**src/rtl/v_inst_issue_seq.sv**
```systemverilog
// v_inst_issue_seq: vector instruction issue sequencer.
//
// Takes one macro command per handshake and expands it into cmd_count_i
// encoded 32-bit vector instructions. The instructions go out on a valid/ready
// stream. The vd, vs1, vs2 and funct7 fields can each step by +1 on every
// issued instruction.
//
// Ports:
//   clk, rst            clock (rising edge), asynchronous active-low reset
//   cmd_valid_i/ready_o command handshake (ready only in IDLE)
//   cmd_class_i         0=load, 1=store, 2=arith, 3=illegal
//   cmd_funct7_i, cmd_funct3_i, cmd_vd_i, cmd_vs1_i, cmd_vs2_i
//                       initial instruction fields
//   cmd_count_i         number of instructions to emit
//   cmd_step_i          per-iteration +1 enables {funct7, vs2, vs1, vd}
//   inst_valid_o/ready_i, inst_o
//                       instruction stream
//   busy_o              high while issuing
//   done_o, err_o       one-cycle completion / illegal-class pulses
//   stall_cnt_o         backpressure cycle counter
//
// Build option: define V_ISSUE_PERF_CNT_EN to build the stall counter.
// When it is undefined, stall_cnt_o is tied to 0.
module v_inst_issue_seq #(
    parameter int unsigned INST_DW = 32,
    parameter int unsigned CNT_W   = 8,
    parameter int unsigned VREG_AW = 5
) (
    input  logic               clk,
    input  logic               rst,
    input  logic               cmd_valid_i,
    output logic               cmd_ready_o,
    input  logic [1:0]         cmd_class_i,
    input  logic [6:0]         cmd_funct7_i,
    input  logic [2:0]         cmd_funct3_i,
    input  logic [VREG_AW-1:0] cmd_vd_i,
    input  logic [VREG_AW-1:0] cmd_vs1_i,
    input  logic [VREG_AW-1:0] cmd_vs2_i,
    input  logic [CNT_W-1:0]   cmd_count_i,
    input  logic [3:0]         cmd_step_i,
    output logic               inst_valid_o,
    input  logic               inst_ready_i,
    output logic [INST_DW-1:0] inst_o,
    output logic               busy_o,
    output logic               done_o,
    output logic               err_o,
    output logic [31:0]        stall_cnt_o
);

    localparam logic StIdle  = 1'b0;
    localparam logic StIssue = 1'b1;

    localparam logic [6:0] OpLoad  = 7'b0000111;
    localparam logic [6:0] OpStore = 7'b0100111;
    localparam logic [6:0] OpArith = 7'b1010111;

    logic               state_q, state_d;
    logic [6:0]         opcode_q, opcode_d;
    logic [6:0]         funct7_q, funct7_d;
    logic [2:0]         funct3_q, funct3_d;
    logic [VREG_AW-1:0] vd_q, vd_d;
    logic [VREG_AW-1:0] vs1_q, vs1_d;
    logic [VREG_AW-1:0] vs2_q, vs2_d;
    logic [CNT_W-1:0]   remaining_q, remaining_d;
    logic [3:0]         step_q, step_d;
    logic               valid_q, valid_d;
    logic               done_q, done_d;
    logic               err_q, err_d;

    logic cmd_accept;
    logic inst_fire;

    assign cmd_ready_o  = (state_q == StIdle);
    assign busy_o       = (state_q != StIdle);
    assign inst_valid_o = valid_q;
    assign done_o       = done_q;
    assign err_o        = err_q;
    assign inst_o       = {funct7_q, vs2_q, vs1_q, funct3_q, vd_q, opcode_q};

    assign cmd_accept = cmd_valid_i && cmd_ready_o;
    assign inst_fire  = valid_q && inst_ready_i;

    always_comb begin
        state_d     = state_q;
        opcode_d    = opcode_q;
        funct7_d    = funct7_q;
        funct3_d    = funct3_q;
        vd_d        = vd_q;
        vs1_d       = vs1_q;
        vs2_d       = vs2_q;
        remaining_d = remaining_q;
        step_d      = step_q;
        valid_d     = valid_q;
        done_d      = 1'b0;
        err_d       = 1'b0;

        case (state_q)
            StIdle: begin
                if (cmd_accept) begin
                    funct7_d    = cmd_funct7_i;
                    funct3_d    = cmd_funct3_i;
                    vd_d        = cmd_vd_i;
                    vs1_d       = cmd_vs1_i;
                    vs2_d       = cmd_vs2_i;
                    remaining_d = cmd_count_i;
                    step_d      = cmd_step_i;
                    case (cmd_class_i)
                        2'd0:    opcode_d = OpLoad;
                        2'd1:    opcode_d = OpStore;
                        2'd2:    opcode_d = OpArith;
                        default: opcode_d = 7'd0;
                    endcase
                    if (cmd_class_i == 2'd3) begin
                        err_d  = 1'b1;
                        done_d = 1'b1;
                    end else if (cmd_count_i == '0) begin
                        done_d = 1'b1;
                    end else begin
                        state_d = StIssue;
                        valid_d = 1'b1;
                    end
                end
            end
            StIssue: begin
                if (inst_fire) begin
                    remaining_d = remaining_q - 1'b1;
                    // Fields wrap naturally at their register width.
                    if (step_q[0]) vd_d     = vd_q + 1'b1;
                    if (step_q[1]) vs1_d    = vs1_q + 1'b1;
                    if (step_q[2]) vs2_d    = vs2_q + 1'b1;
                    if (step_q[3]) funct7_d = funct7_q + 1'b1;
                    if (remaining_q == {{(CNT_W-1){1'b0}}, 1'b1}) begin
                        state_d = StIdle;
                        valid_d = 1'b0;
                        done_d  = 1'b1;
                    end
                end
            end
            default: begin
                state_d = StIdle;
                valid_d = 1'b0;
            end
        endcase
    end

    always_ff @(posedge clk or negedge rst) begin
        if (!rst) begin
            state_q     <= StIdle;
            opcode_q    <= '0;
            funct7_q    <= '0;
            funct3_q    <= '0;
            vd_q        <= '0;
            vs1_q       <= '0;
            vs2_q       <= '0;
            remaining_q <= '0;
            step_q      <= '0;
            valid_q     <= 1'b0;
            done_q      <= 1'b0;
            err_q       <= 1'b0;
        end else begin
            state_q     <= state_d;
            opcode_q    <= opcode_d;
            funct7_q    <= funct7_d;
            funct3_q    <= funct3_d;
            vd_q        <= vd_d;
            vs1_q       <= vs1_d;
            vs2_q       <= vs2_d;
            remaining_q <= remaining_d;
            step_q      <= step_d;
            valid_q     <= valid_d;
            done_q      <= done_d;
            err_q       <= err_d;
        end
    end

`ifdef V_ISSUE_PERF_CNT_EN
    logic [31:0] stall_q;

    // Clears on acceptance, saturates, and holds between commands.
    always_ff @(posedge clk or negedge rst) begin
        if (!rst) begin
            stall_q <= '0;
        end else if (cmd_accept) begin
            stall_q <= '0;
        end else if (valid_q && !inst_ready_i && (stall_q != 32'hFFFF_FFFF)) begin
            stall_q <= stall_q + 32'd1;
        end
    end

    assign stall_cnt_o = stall_q;
`else
    assign stall_cnt_o = 32'd0;
`endif

endmodule
```
**config.mk**
```make
export PLATFORM = sky130hd
export DESIGN_NAME = v_inst_issue_seq
export DESIGN_NICKNAME = d
export VERILOG_FILES = /design/src/rtl/v_inst_issue_seq.sv
export SDC_FILE = /design/constraint.sdc
export NUM_CORES = 1
export LEC_CHECK = 0
export ABC_AREA = 0
export CAP_MARGIN = 10
export CELL_PAD_IN_SITES_DETAIL_PLACEMENT = 1
export CELL_PAD_IN_SITES_GLOBAL_PLACEMENT = 1
export CORE_UTILIZATION = 34
export DETAILED_ROUTE_END_ITERATION = 10
export PLACE_DENSITY_LB_ADDON = 0.1
export SETUP_SLACK_MARGIN = 0.2
export SYNTH_ARGS = -nofsm -noshare
export SYNTH_HDL_FRONTEND = slang
export SYNTH_SLANG_ARGS = --single-unit
```
**constraint.sdc**
```tcl
create_clock -name clk -period 2.97 [get_ports clk]
set_clock_uncertainty 0.2 [all_clocks]
set_input_delay 0.297 -clock clk [delete_from_list [all_inputs] [get_ports clk]]
set_output_delay 0.297 -clock clk [all_outputs]
set_load 0.01 [all_outputs]
```
==> flow_metrics.py, run 1 <==
# Physical implementation metrics
metrics = {
    "layout": {
        "max_flop_register": "remaining_q",
        "non_clock_inverter_count": 9,
        "drive_gt1_frac": 0.0643,
        "top_area_cell_class": "logic gates",
        "stdcell_count": 491,
        "buffers_excl_clock": 89,
        "combGateArea_um2": 1440,
        "core_util_final": 0.467,
        "insertedDiodeCount": 0,
        "n_fill_cell": 930,
    },
    "global_route": {
        "globalRouteMet2Util": 0.337,
        "overflow": 0,
        "busiest_layer": "met2",
    },
    "routing": {
        "dr_wl_met3_um": 439,
        "routed_wire_length_per_instance_um": 16.6,
        "vias_per_cell": 5.30,
        "firstDrtPassIters": 4,
        "drtAntennaViolNets": 0,
    },
    "outcome": {
        "run_status": "finished clean",
    },
    "critical_path": {
        "worst_ep_required_time_ns": 2.47,
        "cp_top_family": "buffers and inverters",
        "cp_cell_sequence": "inv_1, clkdlybuf4s50_1",
        "cp-end-kind": "primary output",
        "source_of_the_critical_timing_path": "busy_o",
    },
    "final_timing": {
        "finalHoldViolCount": 0,
        "grt_setup_unrepaired": "no",
        "timing.final.max_slew_violations": 0,
        "final_report_setup_violation_count": 0,
    },
    "logic_synthesis": {
        "synthesis.yosys.warnings": 0,
        "async_flop_share": 1.00,
        "post_synthesis_cell_count_from_yosys": 316,
        "yosys-stat-area_um2": 2800,
    },
    "min_path": {
        "worstHoldPathType": "flop to flop",
    },
    "place": {
        "pre_cts_ws_ns": 0.519,
        "place_inst": 482,
        "placement.cell_area_um2": 3550,
    },
    "pwr": {
        "power.switching_fraction": 0.413,
        "clk_power_w": 0.000423,
        "power_switching_w": 0.00136,
        "ir_drop_mv": 0.333,
        "power_leakage_nw": 1.62,
    },
    "clock_tree": {
        "cts_root_buf": "sky130_fd_sc_hd__clkbuf_8",
        "cts_setup_buffers": 0,
        "cts.path.max_buffers": 2,
    },
    "die": {
        "fp_util": 0.357,
        "rows": 32,
    },
    "job": {
        "maxCapViolCount": 0,
    },
}
run 1: cells by family (layout without fill, tap and decap cells):
kind of cell / after synthesis / count (layout) / synth area share
multiplexers: 9 / 9 / 0.0321
XOR/XNOR: 1 / 1 / 0.00313
flip-flops: 44 / 44 / 0.393
adder cells (fa/ha/maj): 6 / 6 / 0.0268
AND/OR/NAND/NOR: 137 / 137 / 0.272
buffers and inverters: 65 / 106 / 0.137
AND-OR/OR-AND: 53 / 53 / 0.134
other: 1 / 33 / 0.00134
run 1: worst reg2reg max path: stages (launching register included):
cell and delay, ns:
sky130_fd_sc_hd__dfrtp_2 0.61, sky130_fd_sc_hd__buf_4 0.27, sky130_fd_sc_hd__nand2b_1 0.28, sky130_fd_sc_hd__buf_4 0.26, sky130_fd_sc_hd__o22ai_1 0.12, sky130_fd_sc_hd__a211oi_1 0.25
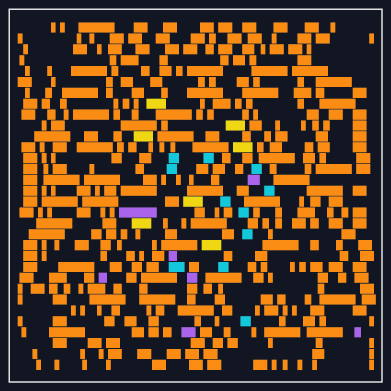
**Above:** run 1 (sizing map).
Drawn at 4 px/µm.
_6 and larger: in yellow, cells 7, share 1.8%. _2 cells: in purple, cells 7, share 1.8%. _3 and _4 cells: in cyan, cells 11, share 2.8%. _0 and _1 cells: in orange, cells 364, share 94%.

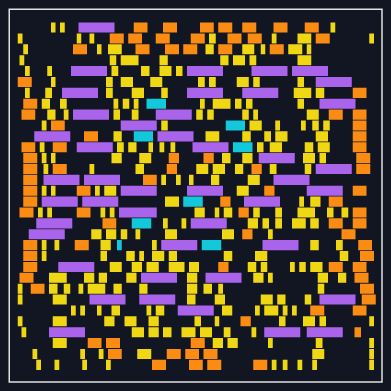
**Above:** run 1 (cells coloured by class).
Drawn at 4 px/µm.
clock drivers and dummy loads: in cyan, cells 8, share of their area 2.8%. flops: in purple, cells 44, share of their area 31%. other buffers and delay cells: in orange, cells 89, share of their area 24%. combinational and other logic: in yellow, cells 248, share of their area 42%.

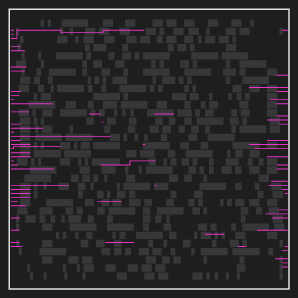
**Above:** run 1 (the metal 3 layer).
Drawn at 3 px/µm.
The longest straight run is 32.9 µm. The wires run mostly horizontal. 68 nets have wire on it. The layer carries 439 µm of wire.

**Run 1: cell outlines without signal wires**

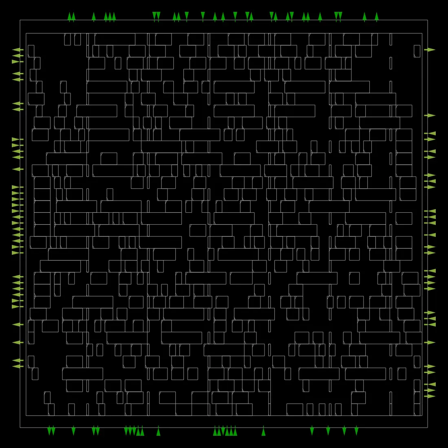

==> run 2, diff against run 1 <==
--- a/config.mk
+++ b/config.mk
@@ -9,7 +9,7 @@
 export CAP_MARGIN = 10
 export CELL_PAD_IN_SITES_DETAIL_PLACEMENT = 1
 export CELL_PAD_IN_SITES_GLOBAL_PLACEMENT = 1
-export CORE_UTILIZATION = 34
+export CORE_UTILIZATION = 29
 export DETAILED_ROUTE_END_ITERATION = 10
 export PLACE_DENSITY_LB_ADDON = 0.1
 export SETUP_SLACK_MARGIN = 0.2
==> constraint.sdc (replaced) <==
create_clock -name clk -period 2 [get_ports clk]
set_clock_uncertainty 0.2 [all_clocks]
set_input_delay 0.2 -clock clk [delete_from_list [all_inputs] [get_ports clk]]
set_output_delay 0.2 -clock clk [all_outputs]
set_load 0.01 [all_outputs]
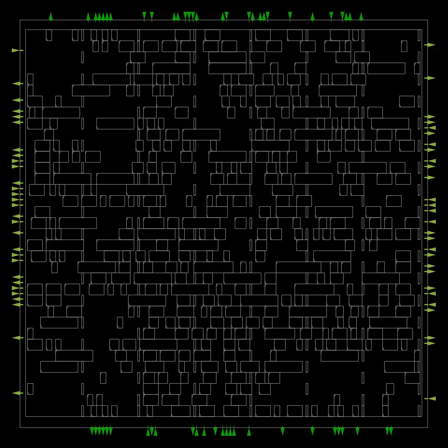
**Above:** run 2 (cell outlines without signal wires).
tally of non-filler cells in the final layout: 541
Core Util, Final: 0.427

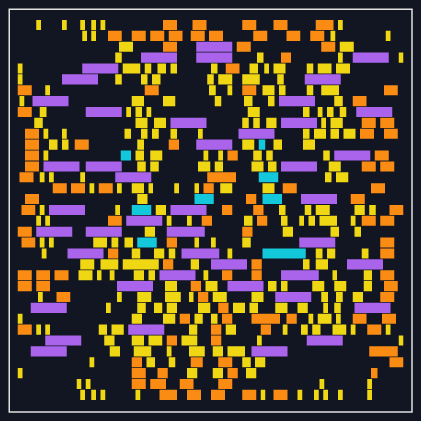
**Above:** run 2 (cells coloured by class).
Drawn at 4 px/µm.
flops: in purple, cells 44, share of their area 29%. clock drivers and dummy loads: in cyan, cells 8, share of their area 2.9%. combinational and other logic: in yellow, cells 248, share of their area 40%. other buffers and delay cells: in orange, cells 112, share of their area 28%.

==> run 2 against run 1 <==
Net effect: register-to-register slack worse by 0.77 ns; worst hold slack worse by 0.076 ns; setup slack worse by 0.51 ns; sequential share of layout area down 2.2 points; count of clock-buffer cells in the layout down 3; power up 61%; global-route usage down 2.7 points; critical endpoint is now remaining_q[7]; highest routed layer unchanged.
==> flow_metrics.py, run 2 <==
# Physical implementation metrics
metrics = {
    "routing": {
        "detailroute.via_count": 2646,
        "firstDrtPassIters": 4,
        "routed_wire_length_per_instance_um": 15.6,
        "vias_per_cell": 4.89,
        "post-route-drc-count": 0,
        "drtAntennaViolNets": 0,
    },
    "outcome": {
        "run_status": "finished clean",
    },
    "pwr": {
        "ir_drop_mv": 0.540,
        "power.combinational.total_w": 0.00299,
        "power_frac_comb": 0.565,
        "power.switching_fraction": 0.403,
        "power_leakage_nw": 1.76,
        "clk_power_w": 0.000703,
        "power_frac_seq": 0.302,
        "power_switching_w": 0.00213,
    },
    "global_route": {
        "overflow": 0,
        "globalRouteTotalUtil": 0.172,
    },
    "layout": {
        "reg_top3": "remaining_q (8), funct7_q (7)",
        "max_flop_register": "remaining_q",
        "buffers_excl_clock": 112,
        "combGateArea_um2": 1470,
        "synthToLayoutAreaGrowth_pct": 41.4,
        "non_clock_inverter_count": 9,
        "insertedDiodeCount": 0,
        "final_layout_top_logic_cell": "sky130_fd_sc_hd__clkdlybuf4s50_1",
        "top_area_cell_class": "logic gates",
        "number_of_flip_flops_under_the_largest_register_name": 8,
        "mi_comb_cells": 239,
        "drive_gt1_frac": 0.141,
        "n_fill_cell": 1096,
    },
    "logic_synthesis": {
        "area_fraction_in_mux_cells": 0.0321,
        "post_synth_main_logic_family": "simple AND/OR/NAND/NOR gates",
        "largest_area_cell": "sky130_fd_sc_hd__dfrtp_1",
        "synth-adder-area-share": 0.0268,
        "compound_area_frac": 0.134,
        "yosys-stat-area_um2": 2800,
        "synth_area_um2": 2800,
        "top_cells_by_area_synth": "sky130_fd_sc_hd__dfrtp_1 39%, sky130_fd_sc_hd__buf_4 9.6%, sky130_fd_sc_hd__nand2_1 4.8%",
        "async_flop_share": 1.00,
        "number_of_synthesized_flops_with_an_enable_pin": 0,
        "top_cells_by_count": "44 x sky130_fd_sc_hd__dfrtp_1, 36 x sky130_fd_sc_hd__buf_4, 36 x sky130_fd_sc_hd__nand2_1, 19 x sky130_fd_sc_hd__nand3_1, 17 x sky130_fd_sc_hd__nor3_1",
        "synth-seq-cells": 44,
        "most_frequent_cell_after_synthesis": "sky130_fd_sc_hd__dfrtp_1",
        "xor_share": 0.00312,
        "post_synthesis_cell_count_from_yosys": 316,
        "synthesis.yosys.warnings": 0,
        "synth-simple-area-share": 0.272,
        "ys_types": 50,
    },
    "critical_path": {
        "cp-end-kind": "flop",
        "critical_path_cell_count": 3,
        "cp_cell_sequence": "or4_4, or4_4, a32oi_1",
        "cpMostUsedCell": "sky130_fd_sc_hd__or4_4",
        "critical-path-slowest-cell": "sky130_fd_sc_hd__or4_4",
        "critPathCapture": "remaining_q[7]",
        "critical_path.reg2reg.endpoint": "remaining_q[7]",
        "cp_top_family": "simple AND/OR/NAND/NOR gates",
        "ff2ff_setup_slack_ns": 0.12,
        "worst_ep_required_time_ns": 2.02,
        "source_of_the_critical_timing_path": "remaining_q[4]",
    },
    "die": {
        "floorplan.core_area_um2": 9280,
        "fp_util": 0.302,
        "rows": 35,
        "taps": 129,
    },
    "final_timing": {
        "setup_tns_ns": 0,
        "timing.final.max_slew_violations": 0,
        "finalHoldViolCount": 0,
        "final_report_setup_violation_count": 0,
        "min_period_over_period": 0.942,
        "grt_setup_unrepaired": "yes",
    },
    "clock_tree": {
        "cts_root_buf": "sky130_fd_sc_hd__clkbuf_8",
        "worstSkewPairLatency_ns": 0.30,
        "cts_tree": "built",
        "cts_setup_buffers": 8,
        "cts.path.max_buffers": 2,
        "post_cts_resize_count": 5,
        "cts_hold_buffers": 1,
    },
    "job": {
        "maxCapViolCount": 0,
        "number_of_openroad_warnings": 29,
    },
    "place": {
        "portBuffers": 78,
        "place_inst": 521,
    },
    "min_path": {
        "worstHoldPathType": "input port to async pin",
    },
}
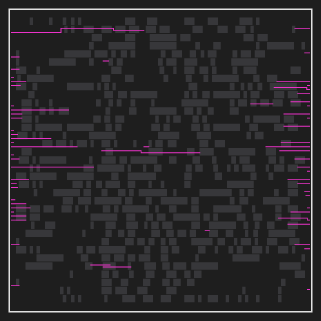
**Above:** run 2 (the metal 3 layer).
Drawn at 3 px/µm.
The longest straight run is 27.4 µm. The layer holds 4.8% of the routed length. 63 nets have wire on it.

run 2: cell counts after synthesis:
Identical to the previous run, type by type.
run 2: metrics by stage:
stage	instance area, µm²	power [W]	hold WS (ns)	setup WS (ns)	utilization
floorplan	2920	0.00326	-0.296	0.229	-
global placement	3710	0.00436	0.00964	0.0552	0.400
detailed placement	3710	0.00443	0.00711	0.0167	0.400
CTS	3900	0.00524	0.223	0.136	0.420
global route	3960	0.00575	0.232	0.0976	0.427
finish	3960	0.00529	0.215	0.116	0.427
run 2: per-layer routing:
| metal | share of wire | routed length [µm] | global-route usage |
|---|---|---|---|
| met1 | 0.47 | 3960 | 0.234 |
| met2 | 0.48 | 4060 | 0.287 |
| met3 | 0.047 | 401 | 0.0334 |
| met4 | 0.0045 | 38 | 0.0290 |
| met5 | 0 | 0 | 0 |
No activity file was given, so power comes from the tool's default toggle rates.
